$ cat config.mk
export PLATFORM = sky130hd
export DESIGN_NAME = exec_column_sequencer
export DESIGN_NICKNAME = d
export VERILOG_FILES = /design/src/rtl/exec_column_sequencer.sv
export SDC_FILE = /design/constraint.sdc
export NUM_CORES = 1
export LEC_CHECK = 0
export CAP_MARGIN = 30
export CORE_MARGIN = 5
export CORE_UTILIZATION = 46
export DETAILED_ROUTE_END_ITERATION = 10
export PLACE_DENSITY = 0.78
export SYNTH_ARGS = -nofsm -noshare
export SYNTH_HDL_FRONTEND = slang
export SYNTH_SLANG_ARGS = --single-unit
export TNS_END_PERCENT = 100
$ cat constraint.sdc
create_clock -name clk -period 3.5 [get_ports clk]
set_input_delay 0.35 -clock clk [delete_from_list [all_inputs] [get_ports clk]]
set_output_delay 0.35 -clock clk [all_outputs]
set_load 0.02 [all_outputs]
$ cat src/rtl/exec_column_sequencer.sv
// Column-pass sequencer for the 4-lane execute stage: steps the ALU column
// index across NUM_COLS passes and holds the front end until the final pass.
module exec_column_sequencer #(
  parameter int          NUM_COLS   = 4,
  parameter logic [15:0] MULTI_MASK = 16'h00C0,
  parameter int          CNT_W      = 16
) (
  input  logic             clk,
  input  logic             rst,
  input  logic             op_valid,
  input  logic [3:0]       aluControl,
  input  logic             stop,
  input  logic             flush,
  output logic [1:0]       column,
  output logic             stall,
  output logic             col_valid,
  output logic             last_pass,
  output logic             busy,
  output logic [CNT_W-1:0] op_count
);

  typedef enum logic {IDLE, RUN} state_t;

  localparam logic [1:0] LAST_COL = 2'(NUM_COLS - 1);

  state_t     state_q, state_d;
  logic [1:0] col_q, col_d;
  logic       multi;
  logic       accept;
  logic       count_en;

  assign multi  = MULTI_MASK[aluControl];
  assign accept = op_valid & ~stop & ~flush;

  always_comb begin
    // NOTE: every signal assigned here gets a default first so no path leaves
    // one unassigned, which would infer a latch.
    state_d   = state_q;
    col_d     = col_q;
    column    = 2'd0;
    stall     = 1'b0;
    col_valid = 1'b0;
    last_pass = 1'b0;
    busy      = 1'b0;

    unique case (state_q)
      IDLE: begin
        // The accepting cycle is itself pass 0 of the op.
        col_valid = accept;
        if (accept) begin
          if (multi) begin
            stall   = 1'b1;
            state_d = RUN;
            col_d   = 2'd1;
          end else begin
            last_pass = 1'b1;
          end
        end
      end
      RUN: begin
        busy      = 1'b1;
        column    = col_q;
        col_valid = ~stop & ~flush;
        if (col_q == LAST_COL) begin
          // Stall drops on the final pass so the next op enters EX with no bubble.
          last_pass = ~stop & ~flush;
          if (!stop) begin
            state_d = IDLE;
            col_d   = 2'd0;
          end
        end else begin
          // Stall keeps its value under stop: the pipeline is already frozen.
          stall = 1'b1;
          if (!stop) col_d = col_q + 2'd1;
        end
      end
      default: state_d = IDLE;
    endcase

    if (flush) begin
      state_d = IDLE;
      col_d   = 2'd0;
      stall   = 1'b0;
    end

    // Outputs are forced quiet for the whole time reset is asserted.
    if (!rst) begin
      column    = 2'd0;
      stall     = 1'b0;
      col_valid = 1'b0;
      last_pass = 1'b0;
      busy      = 1'b0;
    end
  end

  assign count_en = col_valid & last_pass;

  always_ff @(posedge clk or negedge rst) begin
    // NOTE: sequential state uses non-blocking assignments so every register
    // samples pre-edge values regardless of statement order.
    if (!rst) begin
      state_q  <= IDLE;
      col_q    <= 2'd0;
      op_count <= '0;
    end else begin
      state_q <= state_d;
      col_q   <= col_d;
      if (count_en && (op_count != {CNT_W{1'b1}}))
        op_count <= op_count + 1'b1;
    end
  end

endmodule

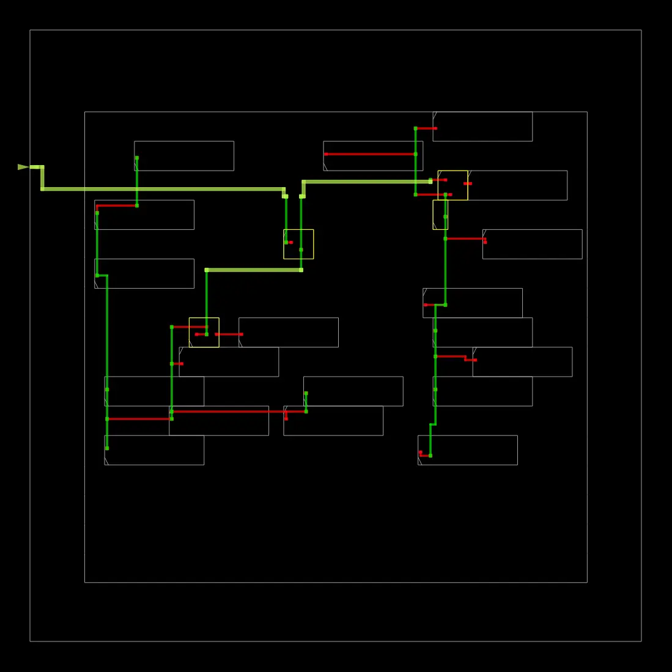
Run 1: clock wiring as the flow saved it
CTS Sinks: 19
Insertion Delay late pin: 0.29 ns
Clk. pwr: 105 µW
TritonCTS buffer count: 3
Clock Skew: 0.00264 ns

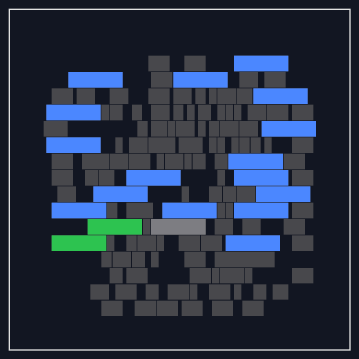
Run 1: sequential cells grouped by signal name
Drawn at 6 px/µm. Other sequential cells in the stronger gray, the rest of the logic in the fainter gray.
| color | netlist name | sequential cells |
|---|---|---|
| blue | `op_count` | 16 |
| green | `col_q` | 2 |
not colored: 1
Seq area share: 35.1%
register area: 475 µm²
P_seq: 262 µW
Final Core Density: 67.0%

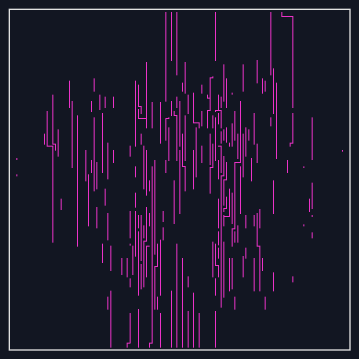
Run 1: signal wires on met2
Drawn at 6 px/µm.
main direction: vertical
share of all routed wire: 47%
wire length on this layer: 974 µm
nets with wire on the layer: 130
longest straight run: 29.4 µm
met2 Use GR: 22.8%
drt total wl: 2070 µm
DR vias: 814

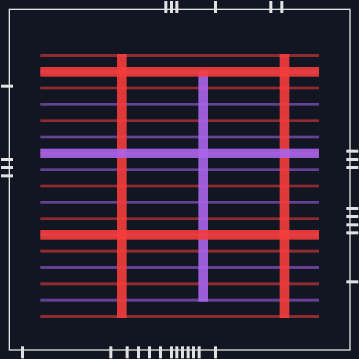
Run 1: supply network
Drawn at 6 px/µm. Pins as bars on the die edge.
| color | net |
|---|---|
| purple | VDD |
| red | VSS |
met1 rails: 17
met5 straps: 3
Die Y: 56.5 µm
Die W: 56.5 µm
Core Box Area: 2020 µm²

==> qor.txt, run 1 <==
Final Power -> 493 µW
CTS Hold Buffers Added -> 0
most instantiated library cell after synthesis -> dfrtp_1
total negative slack -> 0 ns
critical path buffer and inverter count -> 2
post_cts resized -> 0
Logic inverters -> 5
share of the yosys chip area belonging to registers -> 47.7%
level count of the clock H-tree -> 1
dominant kind of combinational cell -> simple AND/OR/NAND/NOR gates
RR Startpoint -> col_q[0]
EDFF count, synth -> 0
post-synthesis adder-cell area fraction -> 2.51%
Slew @ Worst Pin -> 0.454 ns
register bit count reported by yosys -> 19
Initial DRC Count -> 16
Hold Path Class -> in2async
largest class -> logic gates
TritonCTS clock tree -> done
commonest cells in the netlist -> 19 x dfrtp_1, 11 x nand2_1, 10 x nor2_1
Post-route DRC -> 0
top cell type by total area after synthesis -> dfrtp_1
WHS -> 0.432 ns
Crit Path Class -> in2out
Ports -> 31
WL/cell -> 13.2 µm
Yosys Warn Count -> 0
flop-to-flop setup slack -> 1.49 ns
GRT Overall Usage -> 14.2%
crit-path max FO -> 4
OpenROAD warning count -> 27
die area -> 3200 µm²
final-stage net count -> 142
Top FF cell, synth -> dfrtp_1
via/cell ratio -> 5.18
root buffer cell -> clkbuf_4
slowest stage delay, CP -> 0.75 ns
crit start category -> input port
post-synthesis cell count -> 96
final std cells w/o fill -> 157
Tapcells -> 27
initial antenna violation count -> 0
Post-CTS Setup Repair Bufs -> 0
Inst Count DP -> 153
top cells, area -> dfrtp_1 48%, xnor2_1 7.9%, xor2_1 4.4%
reg2reg end -> op_count[1]
FP Rows -> 16
Final Slew Violations -> 0
Critical Path Sink Type -> primary output
slew margin rel. -> 69.3%
post-synthesis mux area share -> 3.27%
Yosys Chip Area -> 996 µm²
grt ovf -> 0
Mean Syn Cell Area -> 10.4 µm²
cell repeated most along the worst path -> clkdlybuf4s50_1
Peak VDD IR -> 0.430 mV
CP Cell Sequence -> clkdlybuf4s50_1 -> or4b_2 -> mux2i_1 -> and3b_1 -> clkdlybuf4s50_1
final hold vios -> 0
endpoints failing setup -> 0
Synth Cell Area -> 996 µm²
final RePlAce weighted congestion -> 0.769
DP Worst Slack -> 0.662 ns
fillcell total -> 164
unrepaired setup endpoints after global routing -> false
# clk buffers -> 4
CP required -> 3.15 ns
flop count -> 19
Yosys cell types -> 27
share of layout cells above drive strength 1 -> 6.15%
Tmin final -> 2.83 ns
Top-area cell share -> 47.7%
ClkCell Share -> 1.94%
P&R area growth vs syn -> 35.9%
AND-OR/OR-AND Cells, Area Fraction -> 8.54%
outcome -> finished clean
Max Buffers Root-to-Sink -> 2
fin crit share -> 80.9%
==> run 1: how the worst max path moves through the flow <==
stage,end,slack [ns],cells past startpoint
after floorplan,op_count[1],1.42,4
after CTS,stall,0.66,5
after global placement,stall,0.66,5
after global routing,last_pass,0.60,4
after detailed placement,stall,0.66,5
final,stall,0.67,5
==> run 1: through the flow <==
step	utilization [%]	cell area (µm²)
after detailed placement	65.7	1330
after CTS	67.0	1350
final	67.0	1350
after global routing	67.0	1350
after floorplan	-	996
after global placement	65.7	1330
==> run 1: cell usage in the layout, fill, tap and decap left out <==
cell             synthesis  layout
a2111oi_4                1       1
a21oi_1                  2       2
a221oi_1                 2       2
and2_1                   1       1
and3_1                   4       4
and3b_1                  1       1
and4_1                   1       1
buf_4                    0       1
clkbuf_1                 0       1
clkbuf_4                 0       3
clkdlybuf4s50_1          0      29
dfrtp_1                 19      19
ha_1                     2       2
inv_1                    5       5
mux2_1                   2       2
mux2i_1                  1       1
nand2_1                 11      11
nand2b_1                 1       1
nand3_1                  6       6
nand4_1                  4       4
nor2_1                  10      10
nor3_1                   2       2
nor4_1                   1       1
nor4bb_1                 1       1
o311ai_1                 1       1
o31a_1                   1       1
o41a_2                   1       1
or3b_4                   1       1
or4b_2                   1       1
xnor2_1                  9       9
xor2_1                   5       5
==> run 1: power by group <==
part / total, mW / switching, mW / internal (mW)
Clock: 0.105 / 0.0605 / 0.0443
Sequential: 0.262 / 0.0233 / 0.239
Combinational: 0.126 / 0.0622 / 0.0639
Total: 0.493 / 0.146 / 0.347
==> run 1: registers in the layout (all words and copies together), names as in the netlist <==
signal,flops
col_q,2
state_q,1
op_count,16
==> run 1: metal layers <==
layer,track usage (%),part of all wire (%),up-vias
li1,-,-,412
met1,18.5,47,382
met2,22.8,47,20
met3,4.59,5.3,0
met4,3.05,0,0
met5,0,0,-
## Run 2: what changed since run 1
--- a/config.mk
+++ b/config.mk
@@ -7,9 +7,9 @@
 export LEC_CHECK = 0
 export CAP_MARGIN = 30
 export CORE_MARGIN = 5
-export CORE_UTILIZATION = 46
+export CORE_UTILIZATION = 45
 export DETAILED_ROUTE_END_ITERATION = 10
-export PLACE_DENSITY = 0.78
+export PLACE_DENSITY = 0.77
 export SYNTH_ARGS = -nofsm -noshare
 export SYNTH_HDL_FRONTEND = slang
 export SYNTH_SLANG_ARGS = --single-unit
==> constraint.sdc (replaced) <==
create_clock -name clk -period 2.7 [get_ports clk]
set_input_delay 0.27 -clock clk [delete_from_list [all_inputs] [get_ports clk]]
set_output_delay 0.27 -clock clk [all_outputs]
set_load 0.02 [all_outputs]
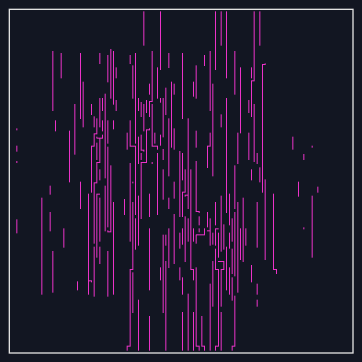
Run 2: signal wires on met2
Drawn at 6 px/µm.
main direction: vertical
longest straight run: 21.2 µm
nets with wire on the layer: 126
wire length on this layer: 1170 µm
met2 Use GR: 25.1%
drt total wl: 2200 µm
DR vias: 851

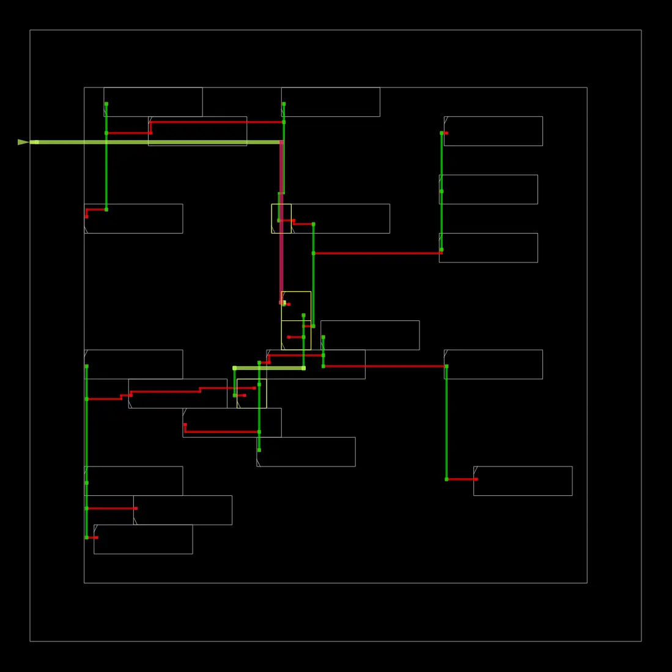
Run 2: clock wiring as the flow saved it
# clk buffers: 3
flop count: 19
Clk. pwr: 141 µW

==> qor.txt, run 2 <==
share of layout cells above drive strength 1 -> 8.33%
dominant logic cell types in the final layout -> 28 x clkdlybuf4s50_1, 19 x dfrtp_1, 11 x nand2_1
met1 Usage GRT -> 16.7%
critical path buffer and inverter count -> 2
Mean Syn Cell Area -> 10.4 µm²
most instantiated library cell after synthesis -> dfrtp_1
final RePlAce weighted congestion -> 0.769
detailed-route wire length on metal 1 -> 919 µm
Initial DRC Count -> 13
Insertion Delay late pin -> 0.29 ns
crit-path max FO -> 5
cell repeated most along the worst path -> clkdlybuf4s50_1
Core Box Area -> 2170 µm²
OpenROAD warning count -> 27
uppermost layer routed -> met4
Top-area cell share -> 47.7%
FP Rows -> 17
slew margin rel. -> 64.3%
via/cell ratio -> 5.32
grt ovf -> 0
total negative slack -> 0 ns
Crit Path Class -> in2out
Commonest Layout Cell -> clkdlybuf4s50_1
root buffer cell -> clkbuf_4
Die Y -> 57.0 µm
Max Buffers Root-to-Sink -> 2
post-synthesis adder-cell area fraction -> 2.51%
outcome -> finished clean
post-synthesis cell count -> 96
top cell type by total area after synthesis -> dfrtp_1
met2 routed WL -> 1170 µm
share of the yosys chip area belonging to registers -> 47.7%
fin crit share -> 92.6%
Final Power -> 643 µW
Yosys cell types -> 27
Post-route DRC -> 0
EDFF count, synth -> 0
CTS Sinks -> 19
final-stage net count -> 144
P&R area growth vs syn -> 37.9%
initial antenna violation count -> 0
Top FF cell, synth -> dfrtp_1
Ports -> 31
top cells, area -> dfrtp_1 48%, xnor2_1 7.9%, xor2_1 4.4%
Synth Cell Area -> 996 µm²
post-synthesis mux area share -> 3.27%
slowest stage delay, CP -> 0.66 ns
crit start category -> input port
TritonCTS buffer count -> 3
die area -> 3250 µm²
met3 wire length -> 86 µm
TritonCTS clock tree -> done
Die W -> 57.0 µm
Clock Skew -> 0.00269 ns
max reg flops -> 16
GRT Overall Usage -> 14.1%
Final Slew Violations -> 0
AND-OR/OR-AND Cells, Area Fraction -> 8.54%
commonest cells in the netlist -> 19 x dfrtp_1, 11 x nand2_1, 10 x nor2_1
dominant kind of combinational cell -> simple AND/OR/NAND/NOR gates
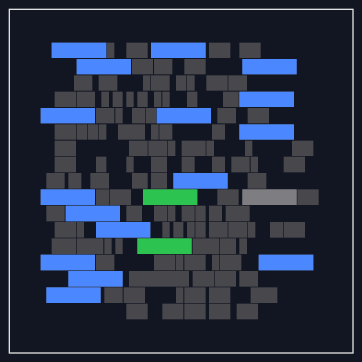
Run 2: sequential cells grouped by signal name
Drawn at 6 px/µm. Other sequential cells in the stronger gray, the rest of the logic in the fainter gray.
| color | netlist name | sequential cells |
|---|---|---|
| green | `col_q` | 2 |
| blue | `op_count` | 16 |
P_seq: 340 µW
Seq area share: 34.6%
Final Core Density: 63.3%

## run 2: cell counts after synthesis
Identical to the previous run, type by type.
## run 2: repair_timing
action                                  in CTS  in global routing
endpoints found under the setup margin       0                  1
gates resized                                0                  1
hold buffers                                 0                  0
## run 2: cells by family after synthesis
logic type | Yosys count
simple gates | 45
buf+inv | 5
mux | 3
compound gates | 8
xor+xnor | 14
flops | 19
fa+ha+maj | 2
## run 2: stage by stage
step,area (µm²),utilization [%],hold slack [ns],setup slack [ns],instances
after global routing,1370,63.3,0.371,0.106,160
after CTS,1370,63.2,0.372,0.0710,160
after global placement,1340,61.9,0.484,0.110,156
after floorplan,996,-,-0.0256,0.700,96
final,1370,63.3,0.358,0.200,160
after detailed placement,1340,61.9,0.501,0.0764,156
## run 2: path summary, 6_finish.rpt
kind | from | endpoint | slack (ns) | cells after the start
worst max-delay path | flush | last_pass | 0.20 | 4
max in group asynchronous | rst | op_count[10] | 2.13 | 2
min in group clk | op_count[11] | op_count[11] | 0.51 | 1
worst min register to register | op_count[11] | op_count[11] | 0.51 | 1
worst min-delay path | rst | state_q | 0.36 | 2
worst max register to register | col_q[0] | op_count[1] | 0.76 | 6
## run 2: area by class of cell
class                           instances  area [µm²]
Fill cell                             202         796
Multi-Input combinational cell         72         502
Sequential cell                        19         475
Timing Repair Buffer                   32         315
Tap cell                               28        35.0
Clock buffer                            3        22.5
Inverter                                5        18.8
Clock inverter                          1        5.00
## run 2: power breakdown
| part | internal (mW) | total [mW] | switching, mW |
|---|---|---|---|
| clock | 0.0550 | 0.141 | 0.0857 |
| combinational | 0.0819 | 0.163 | 0.0812 |
| sequential | 0.310 | 0.340 | 0.0298 |
| total | 0.447 | 0.643 | 0.197 |
Power figures rest on the tool's default switching activity, not on a simulated workload.
